run_1/m1.png
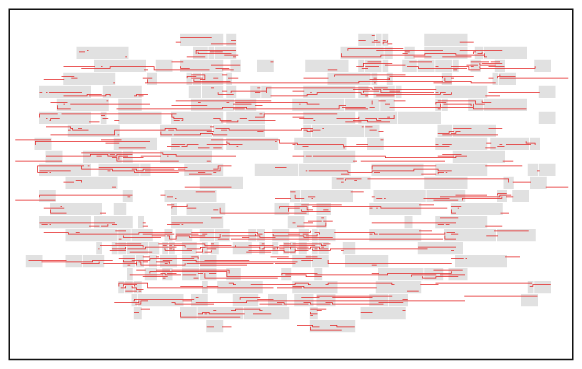
run_1/m2.png
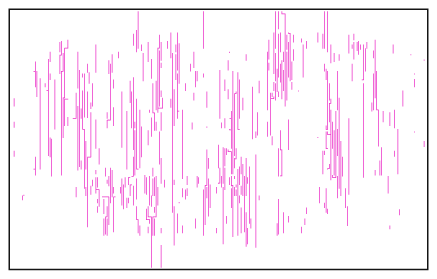
run_1/m3.png
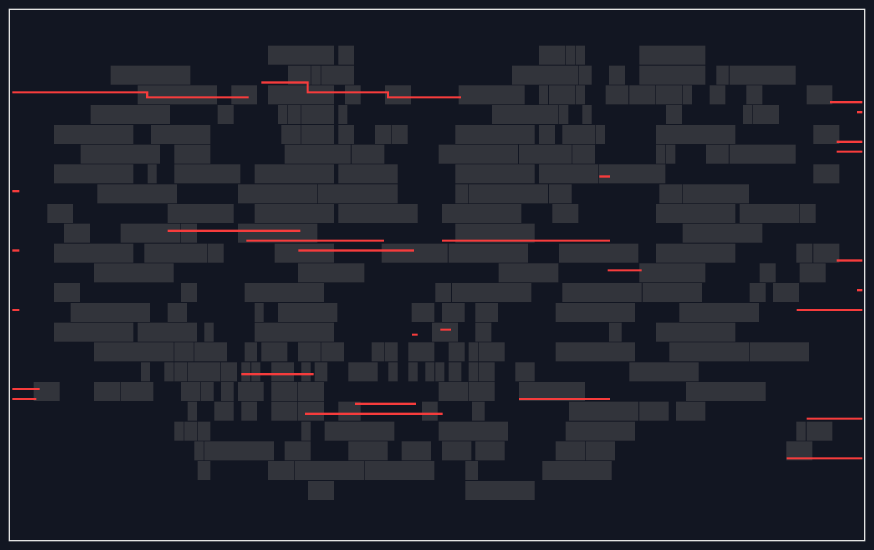
--- src/rtl/lb_uart_pkg.sv ---
// Shared constants, entry layout and parity helper for the UART receive path.
package lb_uart_pkg;

   localparam int SR_W     = 11;
   localparam int ENTRY_W  = 10;
   localparam int DATA_LSB = 0;
   localparam int PERR_BIT = 8;
   localparam int FERR_BIT = 9;

   typedef struct packed {
      logic       ferr;
      logic       perr;
      logic [7:0] data;
   } rx_entry_t;

   // True when data plus parity bit do not give the requested parity sense.
   function automatic logic parity_mismatch(input logic [7:0] data,
                                            input logic       par_bit,
                                            input logic       odd_n_even);
      return (((^data) ^ par_bit) != odd_n_even);
   endfunction

endpackage

--- src/rtl/lb_uart_rx_datapath_if.sv ---
// Control-unit and host-port signals of the UART receive datapath.
interface lb_uart_rx_datapath_if #(parameter int CNT_W = 3) ();

   logic             rx;
   logic             shift;
   logic             done;
   logic             bit8;
   logic             parity_en;
   logic             odd_n_even;
   logic             rd_strobe;
   logic [7:0]       rx_data;
   logic             rx_rdy;
   logic             perr;
   logic             ferr;
   logic             ovf;
   logic [CNT_W-1:0] rx_count;

   modport master (
      output rx, shift, done, bit8, parity_en, odd_n_even, rd_strobe,
      input  rx_data, rx_rdy, perr, ferr, ovf, rx_count
   );

   modport slave (
      input  rx, shift, done, bit8, parity_en, odd_n_even, rd_strobe,
      output rx_data, rx_rdy, perr, ferr, ovf, rx_count
   );

endinterface

--- src/rtl/lb_uart_rx_fifo.sv ---
// First-word-fall-through FIFO for received frames; head is read straight from storage.
module lb_uart_rx_fifo #(
   parameter int FIFO_DEPTH = 4,
   parameter int ENTRY_W    = 10,
   parameter int CNT_W      = 3
) (
   input  logic               clk,
   input  logic               reset,
   input  logic               push,
   input  logic               pop,
   input  logic [ENTRY_W-1:0] wr_data,
   output logic [ENTRY_W-1:0] rd_data,
   output logic               rdy,
   output logic [CNT_W-1:0]   count,
   output logic               overrun
);

   localparam int PTR_W = (FIFO_DEPTH > 2) ? $clog2(FIFO_DEPTH) : 1;
   localparam logic [PTR_W-1:0] PTR_ONE = PTR_W'(1);
   localparam logic [CNT_W-1:0] CNT_ONE = CNT_W'(1);
   localparam logic [CNT_W-1:0] CNT_FULL = CNT_W'(FIFO_DEPTH);

   logic [ENTRY_W-1:0] mem_r [FIFO_DEPTH];
   logic [PTR_W-1:0]   wr_ptr_r;
   logic [PTR_W-1:0]   rd_ptr_r;
   logic [CNT_W-1:0]   count_r;
   logic [CNT_W-1:0]   count_next_s;
   logic               rdy_r;
   logic               pop_s;
   logic               wr_s;
   logic               full_s;

   // Accept/drop decision: a pop frees the slot a full-FIFO push needs.
   always_comb begin
      full_s  = (count_r == CNT_FULL);
      pop_s   = pop & rdy_r;
      wr_s    = push & (~full_s | pop_s);
      overrun = push & full_s & ~pop_s;
      case ({wr_s, pop_s})
         2'b10:   count_next_s = count_r + CNT_ONE;
         2'b01:   count_next_s = count_r - CNT_ONE;
         default: count_next_s = count_r;
      endcase
   end

   // Pointer, occupancy and ready state.
   always_ff @(posedge clk or posedge reset) begin
      if (reset) begin
         wr_ptr_r <= {PTR_W{1'b0}};
         rd_ptr_r <= {PTR_W{1'b0}};
         count_r  <= {CNT_W{1'b0}};
         rdy_r    <= 1'b0;
      end else begin
         if (wr_s) wr_ptr_r <= wr_ptr_r + PTR_ONE;
         if (pop_s) rd_ptr_r <= rd_ptr_r + PTR_ONE;
         count_r <= count_next_s;
         rdy_r   <= (count_next_s != {CNT_W{1'b0}});
      end
   end

   // Entry storage; stale contents are masked by rdy on the read side.
   always_ff @(posedge clk) begin
      if (wr_s) mem_r[wr_ptr_r] <= wr_data;
   end

   assign rd_data = rdy_r ? mem_r[rd_ptr_r] : {ENTRY_W{1'b0}};
   assign rdy     = rdy_r;
   assign count   = count_r;

endmodule

--- src/rtl/lb_uart_rx_datapath.sv ---
// UART receive datapath: frame shift register, data/parity/stop extraction and frame FIFO.
module lb_uart_rx_datapath
   import lb_uart_pkg::*;
#(
   parameter int FIFO_DEPTH = 4,
   parameter int CNT_W      = 3
) (
   input  logic                  clk,
   input  logic                  reset,
   lb_uart_rx_datapath_if.slave  bus
);

   logic [SR_W-1:0]    sr_r;
   logic [SR_W-1:0]    sr_next_s;
   logic [SR_W-1:0]    frame_s;
   logic [3:0]         len_s;
   logic [7:0]         data_s;
   logic               par_bit_s;
   rx_entry_t          entry_s;
   logic [ENTRY_W-1:0] head_s;
   logic               overrun_s;
   logic               ovf_r;

   // A shift coinciding with done must be visible to extraction in that cycle.
   always_comb begin
      if (bus.shift) sr_next_s = {bus.rx, sr_r[SR_W-1:1]};
      else sr_next_s = sr_r;
   end

   // Right-align the frame so start lands in bit 0 and stop in bit len-1.
   always_comb begin
      len_s   = 4'd9 + {3'b000, bus.bit8} + {3'b000, bus.parity_en};
      frame_s = sr_next_s >> (4'd11 - len_s);
      if (bus.bit8) data_s = frame_s[8:1];
      else data_s = {1'b0, frame_s[7:1]};
      if (bus.parity_en) par_bit_s = frame_s[len_s - 4'd2];
      else par_bit_s = 1'b0;
      entry_s.data = data_s;
      entry_s.perr = bus.parity_en & parity_mismatch(data_s, par_bit_s, bus.odd_n_even);
      entry_s.ferr = ~frame_s[len_s - 4'd1];
   end

   // Serial frame capture.
   always_ff @(posedge clk or posedge reset) begin
      if (reset) sr_r <= {SR_W{1'b1}};
      else sr_r <= sr_next_s;
   end

   // Sticky overrun; a same-cycle overrun beats the clear from a read.
   always_ff @(posedge clk or posedge reset) begin
      if (reset) ovf_r <= 1'b0;
      else if (overrun_s) ovf_r <= 1'b1;
      else if (bus.rd_strobe) ovf_r <= 1'b0;
      else ovf_r <= ovf_r;
   end

   lb_uart_rx_fifo #(
      .FIFO_DEPTH (FIFO_DEPTH),
      .ENTRY_W    (ENTRY_W),
      .CNT_W      (CNT_W)
   ) u_fifo (
      .clk     (clk),
      .reset   (reset),
      .push    (bus.done),
      .pop     (bus.rd_strobe),
      .wr_data (entry_s),
      .rd_data (head_s),
      .rdy     (bus.rx_rdy),
      .count   (bus.rx_count),
      .overrun (overrun_s)
   );

   assign bus.rx_data = head_s[DATA_LSB +: 8];
   assign bus.perr    = head_s[PERR_BIT];
   assign bus.ferr    = head_s[FERR_BIT];
   assign bus.ovf     = ovf_r;

endmodule

--- src/flat_wrapper.sv ---
// flat-port wrapper written by rule: the top's interface ports become plain ports
module lb_uart_rx_datapath_flat import lb_uart_pkg::*;
#(
   parameter int FIFO_DEPTH = 4,
   parameter int CNT_W      = 3
)
  (clk, reset, bus_rx, bus_shift, bus_done, bus_bit8, bus_parity_en, bus_odd_n_even, bus_rd_strobe, bus_rx_data, bus_rx_rdy, bus_perr, bus_ferr, bus_ovf, bus_rx_count);
  lb_uart_rx_datapath_if #(.CNT_W(CNT_W)) bus_i ();
  input  logic clk;
  input  logic reset;
  input wire logic [$bits(bus_i.rx)-1:0] bus_rx;
  input wire logic [$bits(bus_i.shift)-1:0] bus_shift;
  input wire logic [$bits(bus_i.done)-1:0] bus_done;
  input wire logic [$bits(bus_i.bit8)-1:0] bus_bit8;
  input wire logic [$bits(bus_i.parity_en)-1:0] bus_parity_en;
  input wire logic [$bits(bus_i.odd_n_even)-1:0] bus_odd_n_even;
  input wire logic [$bits(bus_i.rd_strobe)-1:0] bus_rd_strobe;
  output wire logic [$bits(bus_i.rx_data)-1:0] bus_rx_data;
  output wire logic [$bits(bus_i.rx_rdy)-1:0] bus_rx_rdy;
  output wire logic [$bits(bus_i.perr)-1:0] bus_perr;
  output wire logic [$bits(bus_i.ferr)-1:0] bus_ferr;
  output wire logic [$bits(bus_i.ovf)-1:0] bus_ovf;
  output wire logic [$bits(bus_i.rx_count)-1:0] bus_rx_count;
  assign bus_i.rx = bus_rx;
  assign bus_i.shift = bus_shift;
  assign bus_i.done = bus_done;
  assign bus_i.bit8 = bus_bit8;
  assign bus_i.parity_en = bus_parity_en;
  assign bus_i.odd_n_even = bus_odd_n_even;
  assign bus_i.rd_strobe = bus_rd_strobe;
  assign bus_rx_data = bus_i.rx_data;
  assign bus_rx_rdy = bus_i.rx_rdy;
  assign bus_perr = bus_i.perr;
  assign bus_ferr = bus_i.ferr;
  assign bus_ovf = bus_i.ovf;
  assign bus_rx_count = bus_i.rx_count;
  lb_uart_rx_datapath #(.FIFO_DEPTH(FIFO_DEPTH), .CNT_W(CNT_W)) u_core (.clk(clk), .reset(reset), .bus(bus_i));
endmodule
--- config.mk ---
export PLATFORM = sky130hd
export DESIGN_NAME = lb_uart_rx_datapath_flat
export DESIGN_NICKNAME = d
export VERILOG_FILES = /design/src/rtl/lb_uart_pkg.sv /design/src/rtl/lb_uart_rx_datapath_if.sv /design/src/rtl/lb_uart_rx_fifo.sv /design/src/rtl/lb_uart_rx_datapath.sv /design/src/flat_wrapper.sv
export SDC_FILE = /design/constraint.sdc
export NUM_CORES = 1
export LEC_CHECK = 0
export CORE_ASPECT_RATIO = 0.6
export CORE_MARGIN = 3
export CORE_UTILIZATION = 38
export DETAILED_ROUTE_END_ITERATION = 16
export GPL_TIMING_DRIVEN = 1
export PLACE_DENSITY_LB_ADDON = 0.08
export SLEW_MARGIN = 20
export SYNTH_ARGS = -nofsm -noshare
export SYNTH_HDL_FRONTEND = slang
export SYNTH_SLANG_ARGS = --single-unit
--- constraint.sdc ---
create_clock -name clk -period 4.2 [get_ports clk]
set_input_delay 0.84 -clock clk [delete_from_list [all_inputs] [get_ports clk]]
set_output_delay 0.84 -clock clk [all_outputs]
set_load 0.03 [all_outputs]
==> results.json, run 1 <==
{
  "status": "finished, final reports clean",
  "clock_path_buffers": 2,
  "ant_nets": 0,
  "min_path_type": "register to register",
  "most-common-layout-cells": "edfxtp_1, clkdlybuf4s50_1, inv_1, and2_1",
  "grt_pass1_vias": 1721,
  "hold_violations": 0,
  "path_class": "input port to register",
  "drive_gt1_share_pct": 21.8,
  "antenna_found_initial": 0,
  "finalInstanceArea_um2": 3430,
  "cts_tree": "done",
  "pwr-share-comb_pct": 38.6,
  "portBuffers": 23,
  "io_pins": 24,
  "die_y_um": 72.9,
  "ys_seq_share_pct": 59.7,
  "ys_area_um2": 2830,
  "edf_count": 40,
  "worst_pin_slew_ns": 0.825,
  "drv_slew": 0,
  "cts_setup_buffers": 0,
  "grt_first_pass_wirelength_um": 9290,
  "period_used_pct": 84.1,
  "die_area_um2": 8560,
  "synthFlopType": "edfxtp_1",
  "fp_nets": 215,
  "ys_types": 34,
  "lay_top_count": "edfxtp_1",
  "powerDensity_nw_per_um2": 788,
  "cts_root_buf": "clkbuf_16",
  "yosys_warnings": 0,
  "busiest_layer": "met2",
  "post_cts_resized": 0,
  "synth.avg_cell_area_um2": 14.4,
  "drv_cap": 0,
  "n_antenna_cell": 0,
  "period_minus_slack_ns": 3.53,
  "placed_area_um2": 3150,
  "p_switching_uw": 930,
  "p_leak_nw": 1.28,
  "via_per_inst": 4.81,
  "grt_max_degree": 20,
  "netlist_area_um2": 2830,
  "hold_buffers": 0,
  "timing.setup.tns_ns": 0,
  "core_um2": 6940,
  "warnings": 31,
  "flop_area_um2": 1690,
  "overflow": 0,
  "max_freq_mhz": 283,
  "seq_power_share_pct": 36.7,
  "grt_usage_pct": 14.7,
  "power_frac_clock_pct": 24.7,
  "initCoreUtil_pct": 40.8,
  "numCtsBuffers": 9,
  "p_sw_share_pct": 34.4,
  "cp-end-kind": "register",
  "clock_sinks": 59,
  "remaining_drc_errors": 0,
  "drtPass1Iterations": 4,
  "fill_cells": 610,
  "setup_viol": 0,
  "syn2layout_area_growth_pct": 21.2,
  "wire_per_inst_um": 16.9,
  "gp_congestion": 0.734,
  "start_kind": "input port",
  "drt_iter0_markers": 72,
  "final-comb-area_um2": 1050
}
Back to the opening pictures, m1.png:
share of all routed wire: 52%
nets with wire on the layer: 218
number of vias in the routed layout: 1581
met1 capacity usage during global routing: 20.6%
WL final: 5570 um

Back to the opening pictures, m2.png:
share of all routed wire: 42%
wire length on this layer: 2330 um
met2 Track Usage GR: 21.2%

Back to the opening pictures, m3.png:
main direction: horizontal
share of all routed wire: 4.3%
met3 GRT Util: 5.27%

## run 1: critical path: stages
cell and delay (ns):
clkdlybuf4s50_1 0.50, inv_1 0.07, ha_1 0.65, nand2b_1 0.23, o22ai_1 0.10, nor3_2 0.33, xnor2_1 0.14, xnor2_1 0.21
xnor3_1 0.41, nor2_1 0.19
## run 1: routing by layer
| metal | part of all wire (%) | up-vias |
|---|---|---|
| li1 | - | 767 |
| met1 | 52 | 771 |
| met2 | 42 | 31 |
| met3 | 4.3 | 12 |
| met4 | 1.6 | 0 |
| met5 | 0 | - |
## run 1: path summary, 6_finish.rpt
path | start | end | slack [ns] | cells after the start
worst min register to register | u_core.bus.ovf | u_core.bus.ovf | 0.55 | 2
min in group asynchronous | reset | u_core.u_fifo.rd_ptr_r[1] | 0.98 | 2
worst max-delay path | bus_bit8 | u_core.u_fifo.mem_r[0][8] | 0.67 | 10
worst max register to register | u_core.u_fifo.rdy | u_core.u_fifo.rdy | 1.35 | 10
max in group asynchronous | reset | u_core.u_fifo.count[0] | 2.70 | 2
worst min-delay path | u_core.bus.ovf | u_core.bus.ovf | 0.55 | 2
## run 1: per-stage QoR
step           total power [mW]  cells  hold WS (ns)  util, %  worst slack (ns)
4_1_cts                    2.73    329         0.557     49.5             0.685
3_3_place_gp               2.02    313         0.523     45.4             0.478
2_1_floorplan              1.70    197         0.580        -              1.37
6_report                   2.70    329         0.554     49.5             0.669
3_5_place_dp               2.05    313         0.545     45.4             0.364
5_1_grt                    2.87    329         0.603     49.5             0.407
## run 1: power groups by stage
stage | Combinational (mW) | Clock (mW) | Sequential [mW]
floorplan | 0.739 | 0 | 0.965
global placement | 1.03 | 0 | 0.993
detailed placement | 1.05 | 0 | 1.01
CTS | 1.06 | 0.682 | 0.997
global route | 1.13 | 0.718 | 1.02
finish | 1.04 | 0.667 | 0.993
## run 1: final cells by class
cell class | count | area share [%]
sequential | 59 | 49.2
tap | 100 | 3.65
multi-input combinational | 116 | 30.6
inverter | 15 | 1.64
timing repair buffer | 23 | 6.71
clock inverter | 6 | 1.20
clock buffer | 10 | 6.97
## run 1: sequential cells by signal (all words and copies together), names as in the netlist
signal	cells
u_core.u_fifo.wr_ptr_r	2
u_core.u_fifo.rdy	1
u_core.u_fifo.rd_ptr_r	2
u_core.bus.ovf	1
u_core.sr_r	10
u_core.u_fifo.mem_r	40
u_core.u_fifo.count	3
## run 1: synth_stat cells, drive strengths merged (3+ instances only)
cell type  number  area, um2
mux2           10        116
buf             4       25.0
dfrtp           9        225
mux4           10        225
inv            15       56.3
ha              8        100
a21oi           3       15.0
xor2            3       26.3
a31oi           4       25.0
mux2i           8       80.1
dfstp          10        263
o21ai           9       45.0
nor3            6       45.0
nand2           8       30.0
edfxtp         40       1200
nor2           10       37.5
and2           14       87.6
xnor2           9       78.8
clkbuf          3       11.3
o22ai           4       25.0
## run 1: logic make-up (layout without fill, tap and decap cells)
group	Yosys count	after routing	share of synthesized area [%]
buf+inv	22	54	3.27
mux	28	28	14.9
compound gates	21	21	4.15
xor+xnor	14	14	5.35
flops	59	59	59.7
fa+ha+maj	9	9	4.24
simple gates	44	44	8.44
--- run 2 (diff from run 1) ---
==> constraint.sdc (replaced) <==
create_clock -name clk -period 3.05 [get_ports clk]
set_input_delay 0.61 -clock clk [delete_from_list [all_inputs] [get_ports clk]]
set_output_delay 0.61 -clock clk [all_outputs]
set_load 0.03 [all_outputs]
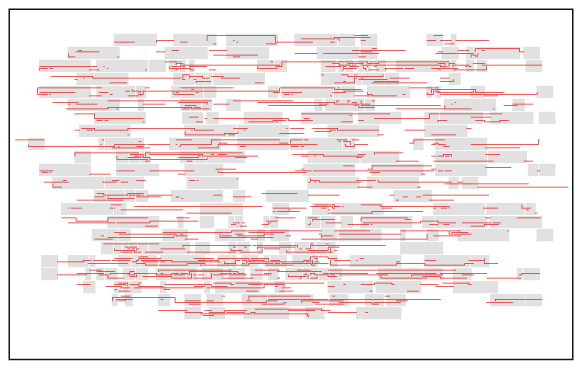
run_2/m1.png
met1 capacity usage during global routing: 21.1%
WL final: 5700 um
number of vias in the routed layout: 1696

==> results.json, run 2 <==
{
  "worst_pin_slew_ns": 0.788,
  "p_switching_mw": 1.29,
  "ant_nets": 0,
  "status": "finished, final reports clean",
  "ys_sh_xor_pct": 5.35,
  "ff2ff_path_depth": 10,
  "antenna_found_initial": 0,
  "ys_area_um2": 2830,
  "initCoreUtil_pct": 40.8,
  "post_cts_resized": 0,
  "power_frac_clock_pct": 23.6,
  "setup_ws_ns": 0.113,
  "netlist_area_um2": 2830,
  "finalInstanceArea_um2": 3620,
  "simple_gate_area_share_pct": 8.44,
  "slowest_stage": "clkdlybuf4s50_1",
  "drv_slew": 0,
  "yosys_warnings": 0,
  "cp-end-kind": "register",
  "mux_share_pct": 14.9,
  "dp_slack_ns": -0.193,
  "warnings": 31,
  "grt_usage_pct": 14.7,
  "fin_skew_ns": 0.00450,
  "clock_path_buffers": 2,
  "clock_sinks": 59,
  "min_path_type": "register to register",
  "remaining_drc_errors": 0,
  "edf_count": 40,
  "max_freq_mhz": 341,
  "synth.avg_cell_area_um2": 14.4,
  "rrSetupSlack_ns": 0.75,
  "die_y_um": 72.9,
  "io_pins": 24,
  "start_kind": "input port",
  "hold_buffers": 0,
  "p_leak_nw": 1.39,
  "largest_area_cell": "edfxtp_1",
  "area_leaders": "edfxtp_1, dfstp_2, dfrtp_1",
  "netlist.area_leader.share_pct": 42.4,
  "fp_nets": 215,
  "placed_area_um2": 3340,
  "via_per_inst": 4.80,
  "slowest_delay_ns": 0.48,
  "portBuffers": 23,
  "most-common-layout-cells": "edfxtp_1, clkdlybuf4s50_1, buf_4, inv_1, and2_1",
  "syn2layout_area_growth_pct": 27.9,
  "ys_sh_aoi_pct": 4.15,
  "drtPass1Iterations": 4,
  "ys_types": 34,
  "yosys-top-cells-count": "edfxtp_1, and2_1, inv_1",
  "crit_chain": "clkdlybuf4s50_1 -> inv_1 -> ha_2 -> nand2b_1 -> o22ai_1 -> nor3_2 -> xnor2_1 -> xnor2_1 -> xnor3_1 -> nor2_1",
  "gp_congestion": 0.776,
  "n_antenna_cell": 0,
  "drive_gt1_share_pct": 29.6,
  "grt_max_degree": 20,
  "holdPathEnd": "u_core.bus.ovf",
  "period_minus_slack_ns": 2.94,
  "ys_seq_share_pct": 59.7,
  "power_mw": 3.79,
  "adder_share_pct": 4.24,
  "path_common_cell": "xnor2_1",
  "grt_first_pass_wirelength_um": 9360,
  "drt_iter0_markers": 93,
  "pwr-share-comb_pct": 41.9,
  "period_used_pct": 96.3,
  "timing.hold.ws_ns": 0.545,
  "p_sw_share_pct": 34.1,
  "path_class": "input port to register",
  "setup_viol": 0,
  "critPathTopFamily": "XOR/XNOR gates",
  "largest-register": "u_core.u_fifo.mem_r",
  "largest_reg_flops": 40,
  "overflow": 0,
  "cts_setup_buffers": 0,
  "synthFlopType": "edfxtp_1",
  "cts_tree": "done",
  "r2r-end": "u_core.u_fifo.rdy",
  "hold_violations": 0,
  "numCtsBuffers": 9,
  "most_common_cell": "edfxtp_1",
  "whs_path_depth": 2,
  "die_area_um2": 8560,
  "seq_power_share_pct": 34.4,
  "powerDensity_nw_per_um2": 1050,
  "lay_top_count": "edfxtp_1",
  "drv_cap": 0,
  "r2r_start": "u_core.u_fifo.count[1]",
  "core_um2": 6940,
  "hold_path.startpoint": "u_core.bus.ovf"
}
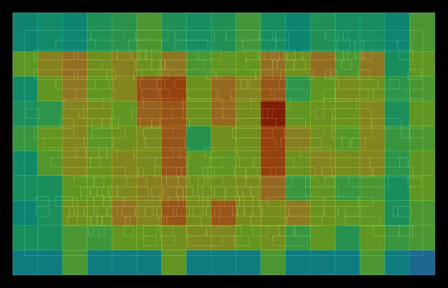
run_2/congestion_map.png
gr busiest metal: met1
Core Util, Final: 52.2%
routed length per instance: 16.1 um
met3 GRT Util: 5.42%
met2 Track Usage GR: 20.6%

[run 2: cell counts after synthesis]
Identical to the previous run, type by type.
[run 2: worst max-delay path by stage]
| stage | from | to | cells after the start |
|---|---|---|---|
| 2_1_floorplan | bus_parity_en | u_core.u_fifo.mem_r[0][8] | 10 |
| 3_3_place_gp | bus_parity_en | u_core.u_fifo.mem_r[2][8] | 10 |
| 3_5_place_dp | bus_parity_en | u_core.u_fifo.mem_r[1][8] | 10 |
| 4_1_cts | bus_parity_en | u_core.u_fifo.mem_r[1][8] | 10 |
| 5_1_grt | bus_parity_en | u_core.u_fifo.mem_r[1][8] | 10 |
| 6_report | bus_bit8 | u_core.u_fifo.mem_r[1][8] | 10 |
[run 2: metrics by stage]
step                instances  setup TNS [ns]
floorplan                 197               0
global placement          337          -0.465
detailed placement        337          -0.770
CTS                       353               0
global route              353               0
finish                    353               0
[run 2: cell families after synthesis]
group	count (synthesis)
AOI/OAI and AO/OA	21
xor gates and xnor gates	14
adders and majority gates	9
buffers and inverters	22
DFF	59
muxes	28
and+or+nand+nor	44
[run 2: metal layers]
layer / wire (um) / track usage (%) / part of all wire, %
met4: 27 / 5.07 / 0.47
met5: 0 / 0 / 0
met2: 2440 / 20.6 / 43
met1: 2970 / 21.1 / 52
met3: 256 / 5.42 / 4.5
[run 2: power groups by stage]
stage | Combinational [mW] | Sequential [mW] | Clock, mW
floorplan | 1.02 | 1.33 | 0
global placement | 1.57 | 1.31 | 0
detailed placement | 1.59 | 1.32 | 0
CTS | 1.61 | 1.31 | 0.925
global route | 1.73 | 1.33 | 0.960
finish | 1.59 | 1.31 | 0.897
[run 2: tightest hold or removal path: cells and delay by family, from the launching register on]
family / cells / cell delay (ns)
AOI/OAI and AO/OA: 2 / 0.15
DFF: 1 / 0.34
[run 2: layout make-up]
type                       instances  area (um2)
tap                              100         125
fill                             592        3310
multi-input combinational        116        1060
clock buffer                      10         229
timing repair buffer              47         423
sequential                        59        1690
inverter                          15        56.3
clock inverter                     6        41.3
Power figures rest on the tool's default switching activity, not on a simulated workload.
